**config.mk**
```make
export PLATFORM = sky130hd
export DESIGN_NAME = bram_port_master_flat
export DESIGN_NICKNAME = d
export VERILOG_FILES = /design/src/rtl/bram_port_master_if.sv /design/src/rtl/bram_port_master.sv /design/src/flat_wrapper.sv
export SDC_FILE = /design/constraint.sdc
export NUM_CORES = 1
export LEC_CHECK = 0
export CAP_MARGIN = 20
export CORE_ASPECT_RATIO = 1.4
export CORE_MARGIN = 2
export CORE_UTILIZATION = 41
export DETAILED_ROUTE_END_ITERATION = 7
export DONT_BUFFER_PORTS = 1
export PLACE_DENSITY = 0.55
export SETUP_SLACK_MARGIN = 0.02
export SYNTH_ARGS = -nofsm -noshare
export SYNTH_HDL_FRONTEND = slang
export SYNTH_SLANG_ARGS = --single-unit
```
**constraint.sdc**
```tcl
create_clock -name BRAM_Clk -period 4.1 [get_ports BRAM_Clk]
set_input_delay 1.23 -clock BRAM_Clk [delete_from_list [all_inputs] [get_ports BRAM_Clk]]
set_output_delay 1.23 -clock BRAM_Clk [all_outputs]
set_load 0.02 [all_outputs]
```
**src/rtl/bram_port_master_if.sv**
```systemverilog
// Request/response stream and BRAM port bundle for bram_port_master.
// All buses use big-endian bit numbering ([0:n], bit 0 = MSB).
// The master modport is the bram_port_master view; slave is its environment.
interface bram_port_master_if;
    logic        Req_Valid;
    logic        Req_Ready;
    logic        Req_Write;
    logic [0:31] Req_Addr;
    logic [0:63] Req_Data;
    logic [0:1]  Req_BE;

    logic        Rsp_Valid;
    logic        Rsp_Ready;
    logic [0:63] Rsp_Data;
    logic        Rsp_Err;

    logic        BRAM_EN;
    logic [0:1]  BRAM_WEN;
    logic [0:31] BRAM_Addr;
    logic [0:63] BRAM_Dout;
    logic [0:63] BRAM_Din;

    modport master (
        input  Req_Valid, Req_Write, Req_Addr, Req_Data, Req_BE, Rsp_Ready, BRAM_Din,
        output Req_Ready, Rsp_Valid, Rsp_Data, Rsp_Err,
        output BRAM_EN, BRAM_WEN, BRAM_Addr, BRAM_Dout
    );

    modport slave (
        output Req_Valid, Req_Write, Req_Addr, Req_Data, Req_BE, Rsp_Ready, BRAM_Din,
        input  Req_Ready, Rsp_Valid, Rsp_Data, Rsp_Err,
        input  BRAM_EN, BRAM_WEN, BRAM_Addr, BRAM_Dout
    );
endinterface

```
**src/rtl/bram_port_master.sv**
```systemverilog
// Initiator for one 64-bit, 2-write-enable BRAM port. Turns a valid/ready request
// stream into registered BRAM port cycles and returns read data, in request order,
// through a credit-guarded response FIFO.
// Optional feature: define BRAM_PORT_MASTER_ADDR_CHECK_EN to range-check requests
// against C_BASEADDR/C_MEMSIZE; out-of-range reads answer 64'hDEADBEEF_DEADBEEF
// with Rsp_Err=1 and out-of-range writes are dropped.
module bram_port_master #(
    parameter logic [31:0] C_BASEADDR  = 32'h0000_0000,
    parameter int unsigned C_MEMSIZE   = 32'h0000_4000,
    parameter int unsigned C_RSP_DEPTH = 4
) (
    input logic                BRAM_Clk,
    input logic                BRAM_Rst,
    bram_port_master_if.master bus
);
    localparam int unsigned     CntW    = $clog2(C_RSP_DEPTH + 1);
    localparam int unsigned     PtrW    = $clog2(C_RSP_DEPTH);
    localparam logic [CntW-1:0] CredMax = CntW'(C_RSP_DEPTH);
    localparam logic [PtrW-1:0] PtrLast = PtrW'(C_RSP_DEPTH - 1);
    localparam logic [0:63]     ErrData = 64'hDEAD_BEEF_DEAD_BEEF;

    // Elaboration-time parameter sanity checks.
    if (C_MEMSIZE < 8 || (C_MEMSIZE & (C_MEMSIZE - 1)) != 0) begin : g_bad_memsize
        $error("C_MEMSIZE must be a power of two of at least 8");
    end
    // The BRAM decodes low address bits itself, so the base must be size-aligned.
    if ((C_BASEADDR & 32'(C_MEMSIZE - 1)) != 32'd0) begin : g_bad_baseaddr
        $error("C_BASEADDR must be aligned to C_MEMSIZE");
    end
    if (C_RSP_DEPTH < 2 || C_RSP_DEPTH > 16) begin : g_bad_depth
        $error("C_RSP_DEPTH must be in 2..16");
    end

    logic            rst_q;
    logic [CntW-1:0] cred_q, cred_d;
    logic            s1_rd_q, s1_err_q, s2_rd_q, s2_err_q;
    logic            en_q, en_d;
    logic [0:1]      wen_q, wen_d;
    logic [0:31]     addr_q, addr_d;
    logic [0:63]     dout_q, dout_d;
    logic [0:63]     fifo_data_q [C_RSP_DEPTH];
    logic            fifo_err_q [C_RSP_DEPTH];
    logic [PtrW-1:0] wptr_q, wptr_d, rptr_q, rptr_d;
    logic [CntW-1:0] cnt_q, cnt_d;

    logic req_ready, accept, rd_accept, in_range;
    logic push, pop, fifo_valid;

    // Credits cover FIFO entries plus reads still in the BRAM pipeline, so a
    // granted read always has a FIFO slot waiting for it.
    assign req_ready  = !rst_q && (cred_q < CredMax);
    assign accept     = bus.Req_Valid && req_ready;
    assign rd_accept  = accept && !bus.Req_Write;
    assign fifo_valid = (cnt_q != '0);
    assign pop        = fifo_valid && bus.Rsp_Ready;
    assign push       = s2_rd_q;

`ifdef BRAM_PORT_MASTER_ADDR_CHECK_EN
    logic [31:0] req_offset;
    // Unsigned wrap makes addresses below the base land out of range too.
    assign req_offset = bus.Req_Addr - C_BASEADDR;
    assign in_range   = (req_offset < 32'(C_MEMSIZE));
`else
    assign in_range = 1'b1;
`endif

    // BRAM port next state: pulse EN/WEN for one cycle per accepted in-range request.
    always_comb begin
        en_d   = 1'b0;
        wen_d  = 2'b00;
        addr_d = addr_q;
        dout_d = dout_q;
        if (accept && in_range) begin
            en_d   = 1'b1;
            addr_d = bus.Req_Addr & ~32'h0000_0007;
            if (bus.Req_Write) begin
                wen_d  = bus.Req_BE;
                dout_d = bus.Req_Data;
            end
        end
    end

    // Credit counter: +1 per read accepted, -1 per response popped.
    always_comb begin
        cred_d = cred_q;
        if (rd_accept && !pop) begin
            cred_d = cred_q + CntW'(1);
        end else if (!rd_accept && pop) begin
            cred_d = cred_q - CntW'(1);
        end
    end

    // Response FIFO pointer and occupancy next state.
    always_comb begin
        wptr_d = wptr_q;
        rptr_d = rptr_q;
        cnt_d  = cnt_q;
        if (push) begin
            wptr_d = (wptr_q == PtrLast) ? '0 : wptr_q + PtrW'(1);
        end
        if (pop) begin
            rptr_d = (rptr_q == PtrLast) ? '0 : rptr_q + PtrW'(1);
        end
        if (push && !pop) begin
            cnt_d = cnt_q + CntW'(1);
        end else if (!push && pop) begin
            cnt_d = cnt_q - CntW'(1);
        end
    end

    // Registered reset copy gates Req_Ready for the whole reset cycle and one after.
    always_ff @(posedge BRAM_Clk) begin
        rst_q <= BRAM_Rst;
    end

    // Control state: port registers, read-tag pipeline, credits and FIFO pointers.
    always_ff @(posedge BRAM_Clk) begin
        if (BRAM_Rst) begin
            cred_q   <= '0;
            en_q     <= 1'b0;
            wen_q    <= 2'b00;
            addr_q   <= '0;
            dout_q   <= '0;
            s1_rd_q  <= 1'b0;
            s1_err_q <= 1'b0;
            s2_rd_q  <= 1'b0;
            s2_err_q <= 1'b0;
            wptr_q   <= '0;
            rptr_q   <= '0;
            cnt_q    <= '0;
        end else begin
            cred_q   <= cred_d;
            en_q     <= en_d;
            wen_q    <= wen_d;
            addr_q   <= addr_d;
            dout_q   <= dout_d;
            s1_rd_q  <= rd_accept;
            s1_err_q <= rd_accept && !in_range;
            s2_rd_q  <= s1_rd_q;
            s2_err_q <= s1_err_q;
            wptr_q   <= wptr_d;
            rptr_q   <= rptr_d;
            cnt_q    <= cnt_d;
        end
    end

    // FIFO storage: stage 2 captures BRAM_Din, or the error pattern for a rejected read.
    always_ff @(posedge BRAM_Clk) begin
        if (push) begin
            fifo_data_q[wptr_q] <= s2_err_q ? ErrData : bus.BRAM_Din;
            fifo_err_q[wptr_q]  <= s2_err_q;
        end
    end

    assign bus.Req_Ready = req_ready;
    assign bus.Rsp_Valid = fifo_valid;
    assign bus.Rsp_Data  = fifo_valid ? fifo_data_q[rptr_q] : '0;
    assign bus.Rsp_Err   = fifo_valid && fifo_err_q[rptr_q];
    assign bus.BRAM_EN   = en_q;
    assign bus.BRAM_WEN  = wen_q;
    assign bus.BRAM_Addr = addr_q;
    assign bus.BRAM_Dout = dout_q;
endmodule

```
**src/flat_wrapper.sv**
```systemverilog
// flat-port wrapper written by rule: the top's interface ports become plain ports
module bram_port_master_flat 
#(
    parameter logic [31:0] C_BASEADDR  = 32'h0000_0000,
    parameter int unsigned C_MEMSIZE   = 32'h0000_4000,
    parameter int unsigned C_RSP_DEPTH = 4
)
  (BRAM_Clk, BRAM_Rst, bus_Req_Valid, bus_Req_Write, bus_Req_Addr, bus_Req_Data, bus_Req_BE, bus_Rsp_Ready, bus_BRAM_Din, bus_Req_Ready, bus_Rsp_Valid, bus_Rsp_Data, bus_Rsp_Err, bus_BRAM_EN, bus_BRAM_WEN, bus_BRAM_Addr, bus_BRAM_Dout);
  bram_port_master_if bus_i ();
  input logic BRAM_Clk;
  input logic BRAM_Rst;
  input wire logic [$bits(bus_i.Req_Valid)-1:0] bus_Req_Valid;
  input wire logic [$bits(bus_i.Req_Write)-1:0] bus_Req_Write;
  input wire logic [$bits(bus_i.Req_Addr)-1:0] bus_Req_Addr;
  input wire logic [$bits(bus_i.Req_Data)-1:0] bus_Req_Data;
  input wire logic [$bits(bus_i.Req_BE)-1:0] bus_Req_BE;
  input wire logic [$bits(bus_i.Rsp_Ready)-1:0] bus_Rsp_Ready;
  input wire logic [$bits(bus_i.BRAM_Din)-1:0] bus_BRAM_Din;
  output wire logic [$bits(bus_i.Req_Ready)-1:0] bus_Req_Ready;
  output wire logic [$bits(bus_i.Rsp_Valid)-1:0] bus_Rsp_Valid;
  output wire logic [$bits(bus_i.Rsp_Data)-1:0] bus_Rsp_Data;
  output wire logic [$bits(bus_i.Rsp_Err)-1:0] bus_Rsp_Err;
  output wire logic [$bits(bus_i.BRAM_EN)-1:0] bus_BRAM_EN;
  output wire logic [$bits(bus_i.BRAM_WEN)-1:0] bus_BRAM_WEN;
  output wire logic [$bits(bus_i.BRAM_Addr)-1:0] bus_BRAM_Addr;
  output wire logic [$bits(bus_i.BRAM_Dout)-1:0] bus_BRAM_Dout;
  assign bus_i.Req_Valid = bus_Req_Valid;
  assign bus_i.Req_Write = bus_Req_Write;
  assign bus_i.Req_Addr = bus_Req_Addr;
  assign bus_i.Req_Data = bus_Req_Data;
  assign bus_i.Req_BE = bus_Req_BE;
  assign bus_i.Rsp_Ready = bus_Rsp_Ready;
  assign bus_i.BRAM_Din = bus_BRAM_Din;
  assign bus_Req_Ready = bus_i.Req_Ready;
  assign bus_Rsp_Valid = bus_i.Rsp_Valid;
  assign bus_Rsp_Data = bus_i.Rsp_Data;
  assign bus_Rsp_Err = bus_i.Rsp_Err;
  assign bus_BRAM_EN = bus_i.BRAM_EN;
  assign bus_BRAM_WEN = bus_i.BRAM_WEN;
  assign bus_BRAM_Addr = bus_i.BRAM_Addr;
  assign bus_BRAM_Dout = bus_i.BRAM_Dout;
  bram_port_master #(.C_BASEADDR(C_BASEADDR), .C_MEMSIZE(C_MEMSIZE), .C_RSP_DEPTH(C_RSP_DEPTH)) u_core (.BRAM_Clk(BRAM_Clk), .BRAM_Rst(BRAM_Rst), .bus(bus_i));
endmodule
```
### Wiring heat map

Scale: 1.5 px per µm. 16 x 22 tiles, from black (low) to pale yellow (high), scaled to the fullest tile. Values are wire area over tile area, all layers added.
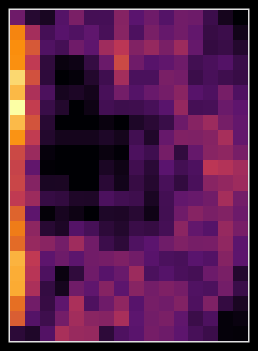
mean over tiles: 0.14
fullest tile: 0.52
tiles over half the peak: 8.0%

### Cells by drive strength

Scale: 2 px per µm.
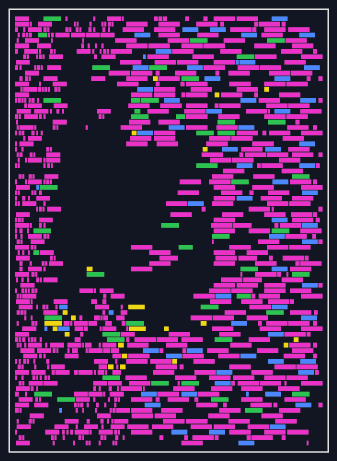
| size | color | cells | share | most used |
|---|---|---|---|---|
| x3 and x4 | yellow | 22 | 2.4% | buf_4 |
| x6 and larger | green | 47 | 5.1% | clkbuf_16 |
| x1 and smaller | magenta | 775 | 85% | edfxtp_1 |
| x2 | blue | 69 | 7.6% | mux4_2 |

### Signal wires on met3

Scale: 2 px per µm.
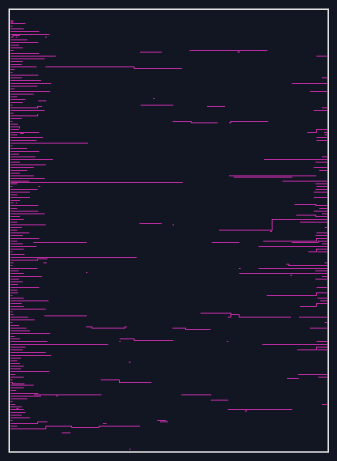
share of all routed wire: 9.6%
longest straight run: 85.8 µm

==> notes.md <==
Update from the flow run.

The average size of a mapped cell is 15.5 µm². The fraction of layout instances using a drive strength above 1 is 15.1%. The top cell type by area accounts for 56.0% of the synthesized area.

The path class of the lowest-slack min-delay path is register to register. In the final routed layout, each cell accounts on average for 21.0 µm. Counting the buffers created by CTS gives 37. The register share after synthesis is 72.1%. Setup repair after global routing left no endpoint under its margin. After detailed routing, the number of vias per cell comes to 5.13.

The flow ran to the end, and the final reports show no timing, DRC or antenna violations. The clock transition time at the flip-flop clock pins of the worst setup and hold paths is 0.07 ns. The path type of the worst setup path is register to primary output. Of the total power, the share spent switching nets is 29.0%.

The final timing report lists a hold violation count of 0. The count of final setup violators is 0. In this run the horizontal extent of the chip is 159 µm.

According to the dpl log, the detail-placed design has an HPWL of 17.6 mm. The area share of fa/ha/maj cells after synthesis is 0.929%. The share of total power dissipated in the clock network is 35.1%. The multi-input logic cell count is 463. The number of placed instances, taps included, is 1294. The vertical die dimension reported for this design is 221 µm. The destination of the worst hold path is u_core.push$_SDFF_PP0_. The synthesis-stage register bit count is 367.

Per the detail_route report, the via count comes to 6969. The fraction of met2 tracks used by global routing is 28.0%. According to the floorplan report, the total die area is 35000 µm².

The timing report gives the worst reg2reg path a setup slack of 1.62 ns. Leaving out buffers and inverters, the combinational logic in the layout accounts for 3470 µm². Per report_power, the sequential group accounts for 46.6% of the total. The number of warnings printed during yosys synthesis is 0. The total count of max-transition violations in the final report is 0. The core area is 33100 µm². The number of library cell types mapped by synthesis is 31. The number of gates resized after cts is 0. The required time at the worst-slack endpoint is 2.87 ns. For the finished layout, the period the worst path requires is 3.56 ns. The count of buffers added by post-CTS timing repair for setup is 0.

The synthesized netlist cell count is 889. The global routing met1 resource utilization is 17.5%. The part of the power in combinational logic is 18.4%. The met1 wire length is 10.5 mm. The startpoint of the lowest-slack hold path is u_core.s1_rd_q$_SDFF_PP0_. The design received a total of 445 well taps at floorplan. The biggest slice of the area belongs to flip-flops and latches. The area growth from synthesis to layout is 11.0%. The beginning of the worst register-to-register path is u_core.cnt_q[1]$_SDFFE_PP0P_. After layout, the worst path uses 86.9% of the clock period. After its last routability iteration, the placer logged a weighted congestion of 0.835.

Ranked by total cell area, the synthesized netlist is headed by edfxtp_1, dfxtp_1, mux4_2. The pin closest to its max-slew limit shows a slew of 0.910 ns. The library cell occupying the most area in the post-synthesis netlist is edfxtp_1. STA shows the worst reg2reg path with a cell count of 7. The number of global-route vias before repair came to 7304. The number of nets in the layout is 1064.

After routing, the total negative slack on setup checks comes to 0 ns. Overall routing resource usage recorded by global route was 15.9%. The endpoint arrival time on the critical path is 2.33 ns.

The area of the mapped netlist is 13700 µm². The number of iterations in the first detailed-routing pass is 4. The multi-input logic portion of the cell area is 22.8%.

The global router reports that the layer with the highest usage is met2. The number of ports placed on the die boundary is 333. Global routing used 6.30% of the available met3 tracks.

The area fraction in mux cells is 11.0%. The most common logic cell in the final layout is edfxtp_1. The number of antenna violations at the first check in global routing is 1. The area occupied by registers is 9920 µm².

The total internal power is 6.57 mW. For reference, compound AND-OR and OR-AND cells occupy 3.62% of the area reported after synthesis. The post-synthesis cell count from yosys is 889. After detailed routing, the number of remaining DRC violations is 0. The flow reported a cell area power density of 607 nW/µm².

Entering global routing, the biggest net connects 108 pins. The maximum fanout along the worst path is 23. The non-filler instance count after layout is 1359.

The source-to-sink clock delay at the later pin of the worst-skew pair is 0.53 ns. The final layout contains routed wiring with a total length of 28.5 mm. The count of nets left with antenna violations once routing finished came out at 0. The layout has 15 buffers outside the clock class. Port buffering added 0 buffers. In this run the tightest slew margin relative to its limit is 39.4%. The library cells used most frequently in the layout, excluding fill and tap cells, are edfxtp_1, nand2_1, dfxtp_1, a21oi_1, and2_1. The design draws 9.26 mW.

The clock buffer count in the final layout is 48. STA lists the endpoint of the worst register-to-register path as u_core.cred_q[2]$_SDFFE_PP0P_. In this run the VDD rail shows a maximum IR drop of 0.000390 V. TritonCTS built the clock tree. Summed over all nets, the switching power comes to 2.69 mW. For this block, the initial DRC count from the detailed router was 350. The analysis attributes to cell leakage a power of 4.88 nW. The detailed router reports a met3 wire length of 2.75 mm. Once placement finished, the instance area stood at 14100 µm². The end-of-flow core utilization is 46.1%. The final timing report lists clock skew as 0.0102 ns. The simple-gate area share of the yosys netlist is 9.13%. The clock distribution area overhead in the final layout is 7.56%. The design has 367 sequential cells. The count of inserted antenna diode cells is 1. The tightest hold path in the finished design has a slack of 0.442 ns. Looking at the clock tree report, the root buffer type is clkbuf_16. The synthesized netlist has a Yosys-reported chip area of 13700 µm².

Summed over all nets, wire length on met2 after detailed routing comes to 14.4 mm. The total congestion overflow is 0. The layout report lists the non-clock buffer share of cell area as 0.902%. The worst setup path is launched from a register. The placement-stage worst setup slack is 1.01 ns. The highest clock rate is 281 MHz.

The sequential share of cell area is 65.0%. The top layer reached by signal wires is met4. Setup slack on the critical path of the routed design comes to 0.537 ns. The H-tree level count is 2. The inverter count of the layout excluding clock inverters is 4. The number of buffers on the longest clock path is 3. The global-route wire length before repair is 42.6 mm. Hold analysis shows the worst path with a depth of 1. The floorplan step records an initial core utilization of 41.5%. The tool warning count for the run is 34. The parity-gate share of the synthesized area counting xor and xnor cells is 0.255%. The number of fill cells in the layout is 2860.

The cell area after layout is 15300 µm². The number of hold buffers added after CTS is 0. The number of rows in the core area is 79. The worst setup path is captured at a primary output. The number of max-cap violations is 0. The number of sinks driven by the clock tree is 367.

The main logic family after synthesis is multiplexers.
[critical path: stages (launching register included)]
cell,delay (ns)
dfxtp_4,0.68
buf_12,0.28
mux4_1,0.57
and2_1,0.26
[power groups by stage]
stage                     Combinational, mW  Sequential [mW]  Clock (mW)
after CTS                              1.74             4.32        3.34
after global placement                 1.72             4.40           0
final                                  1.70             4.31        3.25
after global routing                   1.85             4.34        3.47
after floorplan                        1.59             4.29           0
after detailed placement               1.74             4.40           0
[how the worst max path moves through the flow]
stage                                    endpoint  slack (ns)  cells past startpoint
floorplan           u_core.cred_q[2]$_SDFFE_PP0P_        0.86                     10
global placement                  bus_Rsp_Data[0]        1.02                      3
detailed placement                bus_Rsp_Data[2]        1.01                      3
CTS                               bus_Rsp_Data[2]        0.44                      3
global route                     bus_Rsp_Data[63]        0.35                      3
finish                            bus_Rsp_Data[2]        0.54                      3
[state kept, by name, summed over array words and instances (netlist names), named ones only]
| signal | count |
|---|---|
| u_core.push | 1 |
| u_core.s1_rd_q | 1 |
| u_core.bus.BRAM_WEN | 2 |
| u_core.wptr_q | 2 |
| u_core.fifo_data_q | 256 |
| u_core.bus.BRAM_EN | 1 |
| u_core.bus.BRAM_Addr | 29 |
| u_core.bus.BRAM_Dout | 64 |
| u_core.cnt_q | 3 |
| u_core.rptr_q | 2 |
| u_core.cred_q | 3 |
| u_core.rst_q | 1 |
[Yosys cell counts, drive strengths merged]
master   count
dfxtp      111
edfxtp     256
or3          4
conb         1
inv          4
nand4bb      1
xor2         4
ha           7
nor4bb       1
nor2        11
nand2      187
mux2i        5
nor3         1
a21oi       96
o31ai        1
nor3b        1
or3b         1
and3         2
mux4        64
buf         38
clkbuf      20
fa           2
nor2b        1
o21ai        2
and2        68
No activity file was given, so power comes from the tool's default toggle rates.
